<file path="src/rtl/pipe_hazard_ctrl_pkg.sv">
// rtl/pipe_hazard_ctrl_pkg.sv - shared types and defaults for the pipeline hazard controller
// Contents: ctrl_state_t (RUN/DRAIN/RELEASE), default drain depth and counter width.
package pipe_hazard_ctrl_pkg;

    typedef enum logic [1:0] {
        RUN     = 2'd0,
        DRAIN   = 2'd1,
        RELEASE = 2'd2
    } ctrl_state_t;

    // Bubbles inserted behind sync: one each for EX, MEM and WB.
    localparam int DRAIN_DEPTH_DEF = 3;
    localparam int CNT_W_DEF       = 2;

endpackage

</file>
<file path="src/rtl/pipe_hazard_ctrl_if.sv">
// rtl/pipe_hazard_ctrl_if.sv - hazard request / pipeline control bundle
// master: pipeline side, drives the hazard requests and consumes the controls.
// slave : hazard controller, consumes the requests and drives the controls.
// Optional perf counter outputs exist only with PIPE_CTRL_PERF_EN defined.
interface pipe_hazard_ctrl_if;

    logic insert_bubble;
    logic id_is_sync;
    logic ex_branch_taken;
    logic mem_busy;
    logic store_buf_empty;

    logic pc_hold;
    logic if_id_hold;
    logic if_id_flush;
    logic id_ex_flush;
    logic ex_mem_hold;
    logic is_stalling;
    logic sync_active;

`ifdef PIPE_CTRL_PERF_EN
    logic [31:0] perf_stall_cycles;
    logic [31:0] perf_flush_count;

    modport master (
        output insert_bubble, id_is_sync, ex_branch_taken, mem_busy, store_buf_empty,
        input  pc_hold, if_id_hold, if_id_flush, id_ex_flush, ex_mem_hold,
        input  is_stalling, sync_active, perf_stall_cycles, perf_flush_count
    );

    modport slave (
        input  insert_bubble, id_is_sync, ex_branch_taken, mem_busy, store_buf_empty,
        output pc_hold, if_id_hold, if_id_flush, id_ex_flush, ex_mem_hold,
        output is_stalling, sync_active, perf_stall_cycles, perf_flush_count
    );
`else
    modport master (
        output insert_bubble, id_is_sync, ex_branch_taken, mem_busy, store_buf_empty,
        input  pc_hold, if_id_hold, if_id_flush, id_ex_flush, ex_mem_hold,
        input  is_stalling, sync_active
    );

    modport slave (
        input  insert_bubble, id_is_sync, ex_branch_taken, mem_busy, store_buf_empty,
        output pc_hold, if_id_hold, if_id_flush, id_ex_flush, ex_mem_hold,
        output is_stalling, sync_active
    );
`endif

endinterface

</file>
<file path="src/rtl/pipe_perf_cnt.sv">
// rtl/pipe_perf_cnt.sv - stall-cycle and flush-cycle performance counters
// Ports: clk, rst_n (sync, active-low), i_stall (pc_hold this cycle),
//        i_flush (if_id_flush this cycle), o_stall_cycles, o_flush_count (32-bit, wrapping).
module pipe_perf_cnt (
    input  logic        clk,
    input  logic        rst_n,
    input  logic        i_stall,
    input  logic        i_flush,
    output logic [31:0] o_stall_cycles,
    output logic [31:0] o_flush_count
);

    logic [31:0] r_stall_cycles;
    logic [31:0] r_flush_count;

    // The reset branch keeps the reset-time flush from being counted.
    always_ff @(posedge clk) begin
        if (!rst_n) begin
            r_stall_cycles <= '0;
            r_flush_count  <= '0;
        end else begin
            if (i_stall) r_stall_cycles <= r_stall_cycles + 32'd1;
            if (i_flush) r_flush_count  <= r_flush_count + 32'd1;
        end
    end

    assign o_stall_cycles = r_stall_cycles;
    assign o_flush_count  = r_flush_count;

endmodule

</file>
<file path="src/rtl/pipe_hazard_ctrl.sv">
// rtl/pipe_hazard_ctrl.sv - stall/flush sequencer for the five-stage pipeline
// Ports: sys_clk (rising edge), rst_n (sync, active-low), ctl (pipe_hazard_ctrl_if.slave):
//   requests insert_bubble, id_is_sync, ex_branch_taken, mem_busy, store_buf_empty;
//   controls pc_hold, if_id_hold, if_id_flush, id_ex_flush, ex_mem_hold, is_stalling,
//   sync_active. Parameters DRAIN_DEPTH, CNT_W (2**CNT_W must exceed DRAIN_DEPTH).
// Optional: PIPE_CTRL_PERF_EN adds perf_stall_cycles / perf_flush_count via pipe_perf_cnt.
module pipe_hazard_ctrl
    import pipe_hazard_ctrl_pkg::*;
#(
    parameter int DRAIN_DEPTH = DRAIN_DEPTH_DEF,
    parameter int CNT_W       = CNT_W_DEF
) (
    input  logic              sys_clk,
    input  logic              rst_n,
    pipe_hazard_ctrl_if.slave ctl
);

    localparam logic [CNT_W-1:0] LP_DEPTH = CNT_W'(DRAIN_DEPTH);
    localparam logic [CNT_W-1:0] LP_ONE   = CNT_W'(1);

    ctrl_state_t      r_state;
    ctrl_state_t      w_state_nxt;
    logic [CNT_W-1:0] r_cnt;
    logic [CNT_W-1:0] w_cnt_nxt;
    logic [CNT_W-1:0] w_cnt_dec;

    logic w_pc_hold;
    logic w_if_id_hold;
    logic w_if_id_flush;
    logic w_id_ex_flush;
    logic w_ex_mem_hold;
    logic w_is_stalling;

    always_ff @(posedge sys_clk) begin
        if (!rst_n) begin
            r_state <= RUN;
            r_cnt   <= '0;
        end else begin
            r_state <= w_state_nxt;
            r_cnt   <= w_cnt_nxt;
        end
    end

    assign w_cnt_dec = (r_cnt == '0) ? '0 : (r_cnt - LP_ONE);

    always_comb begin
        w_state_nxt   = r_state;
        w_cnt_nxt     = r_cnt;
        w_pc_hold     = 1'b0;
        w_if_id_hold  = 1'b0;
        w_if_id_flush = 1'b0;
        w_id_ex_flush = 1'b0;
        w_ex_mem_hold = 1'b0;
        w_is_stalling = 1'b0;

        if (!rst_n) begin
            // Load NOPs into the front registers while reset is held.
            w_if_id_flush = 1'b1;
            w_id_ex_flush = 1'b1;
        end else if (ctl.mem_busy) begin
            // Whole-pipeline freeze; a taken branch waits in the held EX stage.
            w_pc_hold     = 1'b1;
            w_if_id_hold  = 1'b1;
            w_ex_mem_hold = 1'b1;
            w_is_stalling = 1'b1;
        end else begin
            unique case (r_state)
                RUN: begin
                    if (ctl.ex_branch_taken) begin
                        // Younger instructions are killed, so bubble/sync requests are moot.
                        w_if_id_flush = 1'b1;
                        w_id_ex_flush = 1'b1;
                    end else if (ctl.id_is_sync) begin
                        w_pc_hold     = 1'b1;
                        w_if_id_hold  = 1'b1;
                        w_id_ex_flush = 1'b1;
                        w_state_nxt   = DRAIN;
                        w_cnt_nxt     = LP_DEPTH;
                    end else if (ctl.insert_bubble) begin
                        w_pc_hold     = 1'b1;
                        w_if_id_hold  = 1'b1;
                        w_id_ex_flush = 1'b1;
                    end
                end
                DRAIN: begin
                    if (ctl.ex_branch_taken) begin
                        w_if_id_flush = 1'b1;
                        w_id_ex_flush = 1'b1;
                        w_cnt_nxt     = '0;
                        w_state_nxt   = RUN;
                    end else begin
                        w_pc_hold     = 1'b1;
                        w_if_id_hold  = 1'b1;
                        w_id_ex_flush = 1'b1;
                        w_cnt_nxt     = w_cnt_dec;
                        // Exit is judged on the post-decrement count so the last
                        // bubble cycle and the exit decision coincide.
                        if ((w_cnt_dec == '0) && ctl.store_buf_empty) begin
                            w_state_nxt = RELEASE;
                        end
                    end
                end
                RELEASE: begin
                    // sync moves into EX; id_is_sync is deliberately ignored here.
                    w_state_nxt = RUN;
                end
                default: begin
                    w_state_nxt = RUN;
                    w_cnt_nxt   = '0;
                end
            endcase
        end
    end

    assign ctl.pc_hold     = w_pc_hold;
    assign ctl.if_id_hold  = w_if_id_hold;
    assign ctl.if_id_flush = w_if_id_flush;
    assign ctl.id_ex_flush = w_id_ex_flush;
    assign ctl.ex_mem_hold = w_ex_mem_hold;
    assign ctl.is_stalling = w_is_stalling;
    assign ctl.sync_active = (r_state != RUN);

`ifdef PIPE_CTRL_PERF_EN
    pipe_perf_cnt u_perf (
        .clk            (sys_clk),
        .rst_n          (rst_n),
        .i_stall        (w_pc_hold),
        .i_flush        (w_if_id_flush),
        .o_stall_cycles (ctl.perf_stall_cycles),
        .o_flush_count  (ctl.perf_flush_count)
    );
`endif

endmodule

</file>
<file path="src/flat_wrapper.sv">
// flat-port wrapper written by rule: the top's interface ports become plain ports
module pipe_hazard_ctrl_flat import pipe_hazard_ctrl_pkg::*;
#(
    parameter int DRAIN_DEPTH = DRAIN_DEPTH_DEF,
    parameter int CNT_W       = CNT_W_DEF
)
  (sys_clk, rst_n, ctl_insert_bubble, ctl_id_is_sync, ctl_ex_branch_taken, ctl_mem_busy, ctl_store_buf_empty, ctl_pc_hold, ctl_if_id_hold, ctl_if_id_flush, ctl_id_ex_flush, ctl_ex_mem_hold, ctl_is_stalling, ctl_sync_active);
  pipe_hazard_ctrl_if ctl_i ();
  input  logic sys_clk;
  input  logic rst_n;
  input wire logic [$bits(ctl_i.insert_bubble)-1:0] ctl_insert_bubble;
  input wire logic [$bits(ctl_i.id_is_sync)-1:0] ctl_id_is_sync;
  input wire logic [$bits(ctl_i.ex_branch_taken)-1:0] ctl_ex_branch_taken;
  input wire logic [$bits(ctl_i.mem_busy)-1:0] ctl_mem_busy;
  input wire logic [$bits(ctl_i.store_buf_empty)-1:0] ctl_store_buf_empty;
  output wire logic [$bits(ctl_i.pc_hold)-1:0] ctl_pc_hold;
  output wire logic [$bits(ctl_i.if_id_hold)-1:0] ctl_if_id_hold;
  output wire logic [$bits(ctl_i.if_id_flush)-1:0] ctl_if_id_flush;
  output wire logic [$bits(ctl_i.id_ex_flush)-1:0] ctl_id_ex_flush;
  output wire logic [$bits(ctl_i.ex_mem_hold)-1:0] ctl_ex_mem_hold;
  output wire logic [$bits(ctl_i.is_stalling)-1:0] ctl_is_stalling;
  output wire logic [$bits(ctl_i.sync_active)-1:0] ctl_sync_active;
  assign ctl_i.insert_bubble = ctl_insert_bubble;
  assign ctl_i.id_is_sync = ctl_id_is_sync;
  assign ctl_i.ex_branch_taken = ctl_ex_branch_taken;
  assign ctl_i.mem_busy = ctl_mem_busy;
  assign ctl_i.store_buf_empty = ctl_store_buf_empty;
  assign ctl_pc_hold = ctl_i.pc_hold;
  assign ctl_if_id_hold = ctl_i.if_id_hold;
  assign ctl_if_id_flush = ctl_i.if_id_flush;
  assign ctl_id_ex_flush = ctl_i.id_ex_flush;
  assign ctl_ex_mem_hold = ctl_i.ex_mem_hold;
  assign ctl_is_stalling = ctl_i.is_stalling;
  assign ctl_sync_active = ctl_i.sync_active;
  pipe_hazard_ctrl #(.DRAIN_DEPTH(DRAIN_DEPTH), .CNT_W(CNT_W)) u_core (.sys_clk(sys_clk), .rst_n(rst_n), .ctl(ctl_i));
endmodule
</file>
<file path="config.mk">
export PLATFORM = sky130hd
export DESIGN_NAME = pipe_hazard_ctrl_flat
export DESIGN_NICKNAME = d
export VERILOG_FILES = /design/src/rtl/pipe_hazard_ctrl_pkg.sv /design/src/rtl/pipe_hazard_ctrl_if.sv /design/src/rtl/pipe_perf_cnt.sv /design/src/rtl/pipe_hazard_ctrl.sv /design/src/flat_wrapper.sv
export SDC_FILE = /design/constraint.sdc
export NUM_CORES = 1
export LEC_CHECK = 0
export CORE_AREA = 5 5 42 44
export DETAILED_ROUTE_END_ITERATION = 8
export DIE_AREA = 0 0 47 49
export GPL_ROUTABILITY_DRIVEN = 0
export SLEW_MARGIN = 10
export SYNTH_ARGS = -nofsm -noshare
export SYNTH_HDL_FRONTEND = slang
export SYNTH_SLANG_ARGS = --single-unit
</file>
<file path="constraint.sdc">
create_clock -name sys_clk -period 1.5 [get_ports sys_clk]
set_input_delay 0.375 -clock sys_clk [delete_from_list [all_inputs] [get_ports sys_clk]]
set_output_delay 0.375 -clock sys_clk [all_outputs]
set_load 0.05 [all_outputs]
</file>
floorplan.png
The bar under the picture is 10 um long. Pins as bars on the die edge.
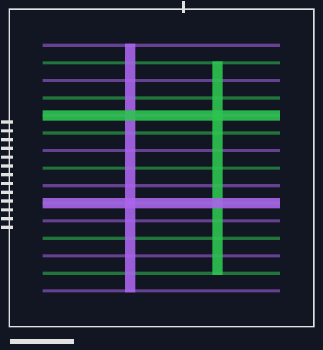
VDD: shown in green. VSS: shown in purple.
15 met1 rails follow the rows. 2 straps on met4. 14 signal pins sit on the boundary.

class_map.png
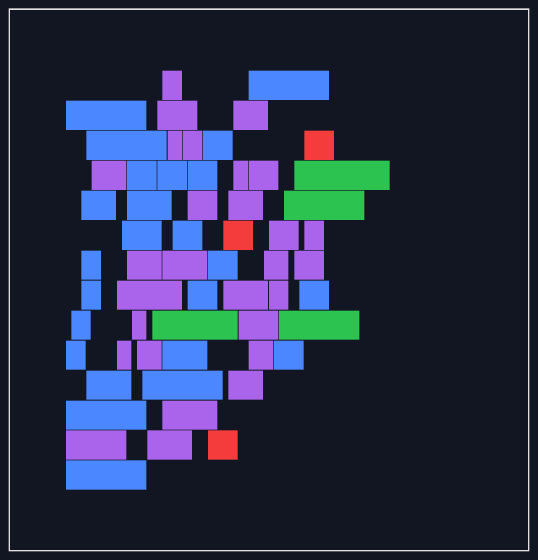
remaining logic cells: shown in purple, cells 28. registers: shown in green, cells 4. clock-net drivers: shown in red, cells 3. remaining buffers and delay cells: shown in blue, cells 24.
num rows: 14
post-layout util: 43.8%
core area: 0.00140 mm2
flop share of the area: 13.8%

==> results_slide.txt <==
Run Summary

Synthesis
  • Synth warn: 0
  • Post-Syn Nets: 42
  • Synth unique cells: 24
  • Yosys stat chip area: 295 um2
  • # Cells Yosys: 35
  • Main logic family: simple AND/OR/NAND/NOR gates
  • Yosys reg bits: 4
  • Sequential fraction of the synthesis area: 27.1%

CTS
  • Clk buf depth: 2
  • Reg clk slew, reported paths: 0.04 ns
  • Inserted Clock Buffers: 3

Placed design
  • Port buffer count: 13
  • Pre-CTS setup slack: -0.442 ns

GRT
  • Vias in the first global route: 355
  • Remaining Overflow, GRT: 0

Die
  • Die height: 49 um

Cells and area
  • Final Non-Filler Cells: 75
  • N_diodes: 0
  • Share of layout cells above drive strength 1: 67.8%

Final timing
  • Setup ws final: -0.0552 ns
  • Final setup TNS: -0.110 ns
  • Least-Margin Pin Slew: 0.227 ns
  • # setup viols final: 2
  • Slew HR: 84.7%

Worst setup path
  • Crit path capture type: output pin

Status
  • Outcome: finished, violations left
  • Failing checks: negative setup slack

Power and ir drop
  • Peak supply drop: 0.000282 V

Hold path
  • Hold WC Path Type: reg2reg

Drt
  • WL final: 945 um
  • Total number of vias: 351
clock_wires.png
The bar under the picture is 10 um long.
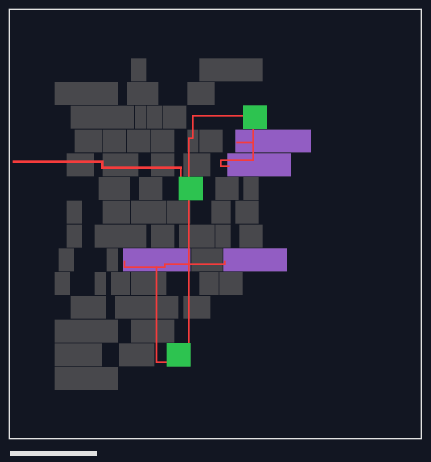
flip-flops: shown in purple, count 4. clock wires: shown in red, length 98.5 um. clock-net drivers: shown in green, count 3.
There are 4 routed clock nets. Position of the flops: middle.
power in the clock group: 138 uW
Clock power frac: 31.7%
clk latency late pin: 0.24 ns
Setup Skew: 0.00675 ns

layers.png
The bar under the picture is 10 um long.
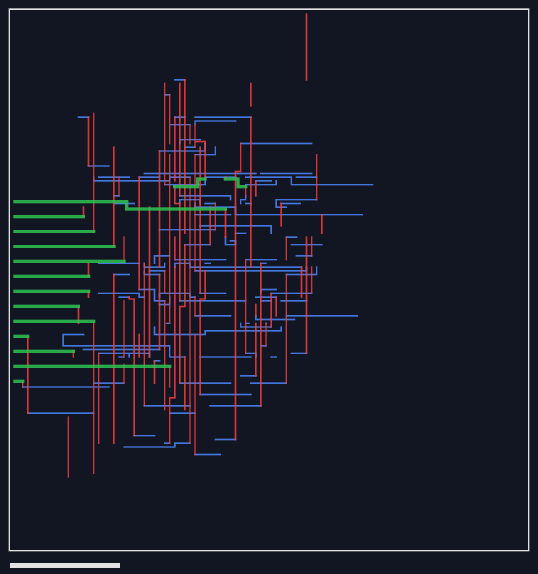
M2: shown in red, wire length 491 um. M3: shown in green, wire length 105 um. M1: shown in blue, wire length 349 um.
drt wl/cell: 12.6 um
total track usage: 8.82%

-- through the flow --
stage / hold WS [ns] / total power (uW)
floorplan: 0.452 / 198
CTS: 0.492 / 440
detailed placement: 0.489 / 288
global route: 0.520 / 459
global placement: 0.480 / 286
finish: 0.495 / 434
-- path summary, 6_finish.rpt --
path	start	to	slack (ns)
max reg2reg	u_core.r_state[1]	u_core.r_cnt[0]	0.07
min	u_core.r_cnt[0]	u_core.r_cnt[0]	0.49
max	u_core.r_state[0]	ctl_if_id_hold	-0.06
min reg2reg	u_core.r_cnt[0]	u_core.r_cnt[0]	0.49
-- power breakdown --
| part | total (uW) | switching [uW] | leakage (uW) | internal [uW] |
|---|---|---|---|---|
| logic | 180 | 87.3 | 0.000209 | 93.2 |
| clock network | 138 | 47.8 | 0.0000138 | 89.8 |
| registers | 116 | 4.74 | 0.0000339 | 111 |
| total | 434 | 140 | 0.000257 | 294 |
-- synth_stat cells --
master / n / share of area, %
o41ai_1: 1 / 3.0
nor2_1: 3 / 3.8
a21oi_1: 1 / 1.7
o21a_1: 1 / 2.5
dfxtp_1: 4 / 27
buf_4: 2 / 5.1
and2_1: 1 / 2.1
a21boi_1: 1 / 2.5
or4_2: 1 / 3.0
nand3b_1: 1 / 2.5
nand2_1: 4 / 5.1
o31a_1: 1 / 3.0
nand3_1: 1 / 1.7
buf_6: 1 / 3.8
or4b_4: 1 / 4.7
o21ba_2: 1 / 3.4
a21boi_0: 1 / 2.5
o21ai_0: 2 / 3.4
or3b_2: 1 / 3.0
nand2b_1: 1 / 2.1
nor3b_1: 1 / 2.5
or2_2: 2 / 4.2
a21boi_2: 1 / 3.8
a221o_1: 1 / 3.4
-- critical path: stages, from the launching register on --
cell and delay (ns):
dfxtp_2 0.32, o31a_1 0.25, o21a_4 0.22, buf_12 0.15
-- layout make-up --
type,count,share of cell area (%)
clock buffer,3,3.67
multi-input combinational,28,36.9
sequential,4,13.8
tap,16,3.26
timing repair buffer,24,42.4
-- kinds of logic after synthesis --
| kind of cell | after synthesis |
|---|---|
| and+or+nand+nor | 17 |
| AOI/OAI and AO/OA | 11 |
| DFF | 4 |
| buffers and inverters | 3 |
-- timing repair --
item,CTS,global route
hold buffers,0,0
setup endpoints to repair,10,6
resized,20,8
pin swaps,6,7
setup buffers,2,1
-- cell usage in the layout, fill, tap and decap left out, types with 2 or more instances in the layout --
| master | instances |
|---|---|
| buf_12 | 6 |
| buf_4 | 9 |
| nand2_1 | 3 |
| clkbuf_4 | 3 |
| nor2_4 | 2 |
| o21ai_0 | 2 |
| buf_6 | 3 |
| clkbuf_2 | 4 |
| dfxtp_1 | 2 |
-- state kept, by name (all words and copies together) (netlist names) --
register        count
u_core.r_state      2
u_core.r_cnt        2
-- routing by layer --
layer / global-route usage (%) / part of all wire, % / vias to the layer above
met5: 0 / 0 / -
li1: - / - / 178
met1: 7.06 / 37 / 156
met4: 5.53 / 0 / 0
met3: 5.54 / 11 / 0
met2: 14.9 / 52 / 17
Power is estimated from default activity; no workload was simulated.
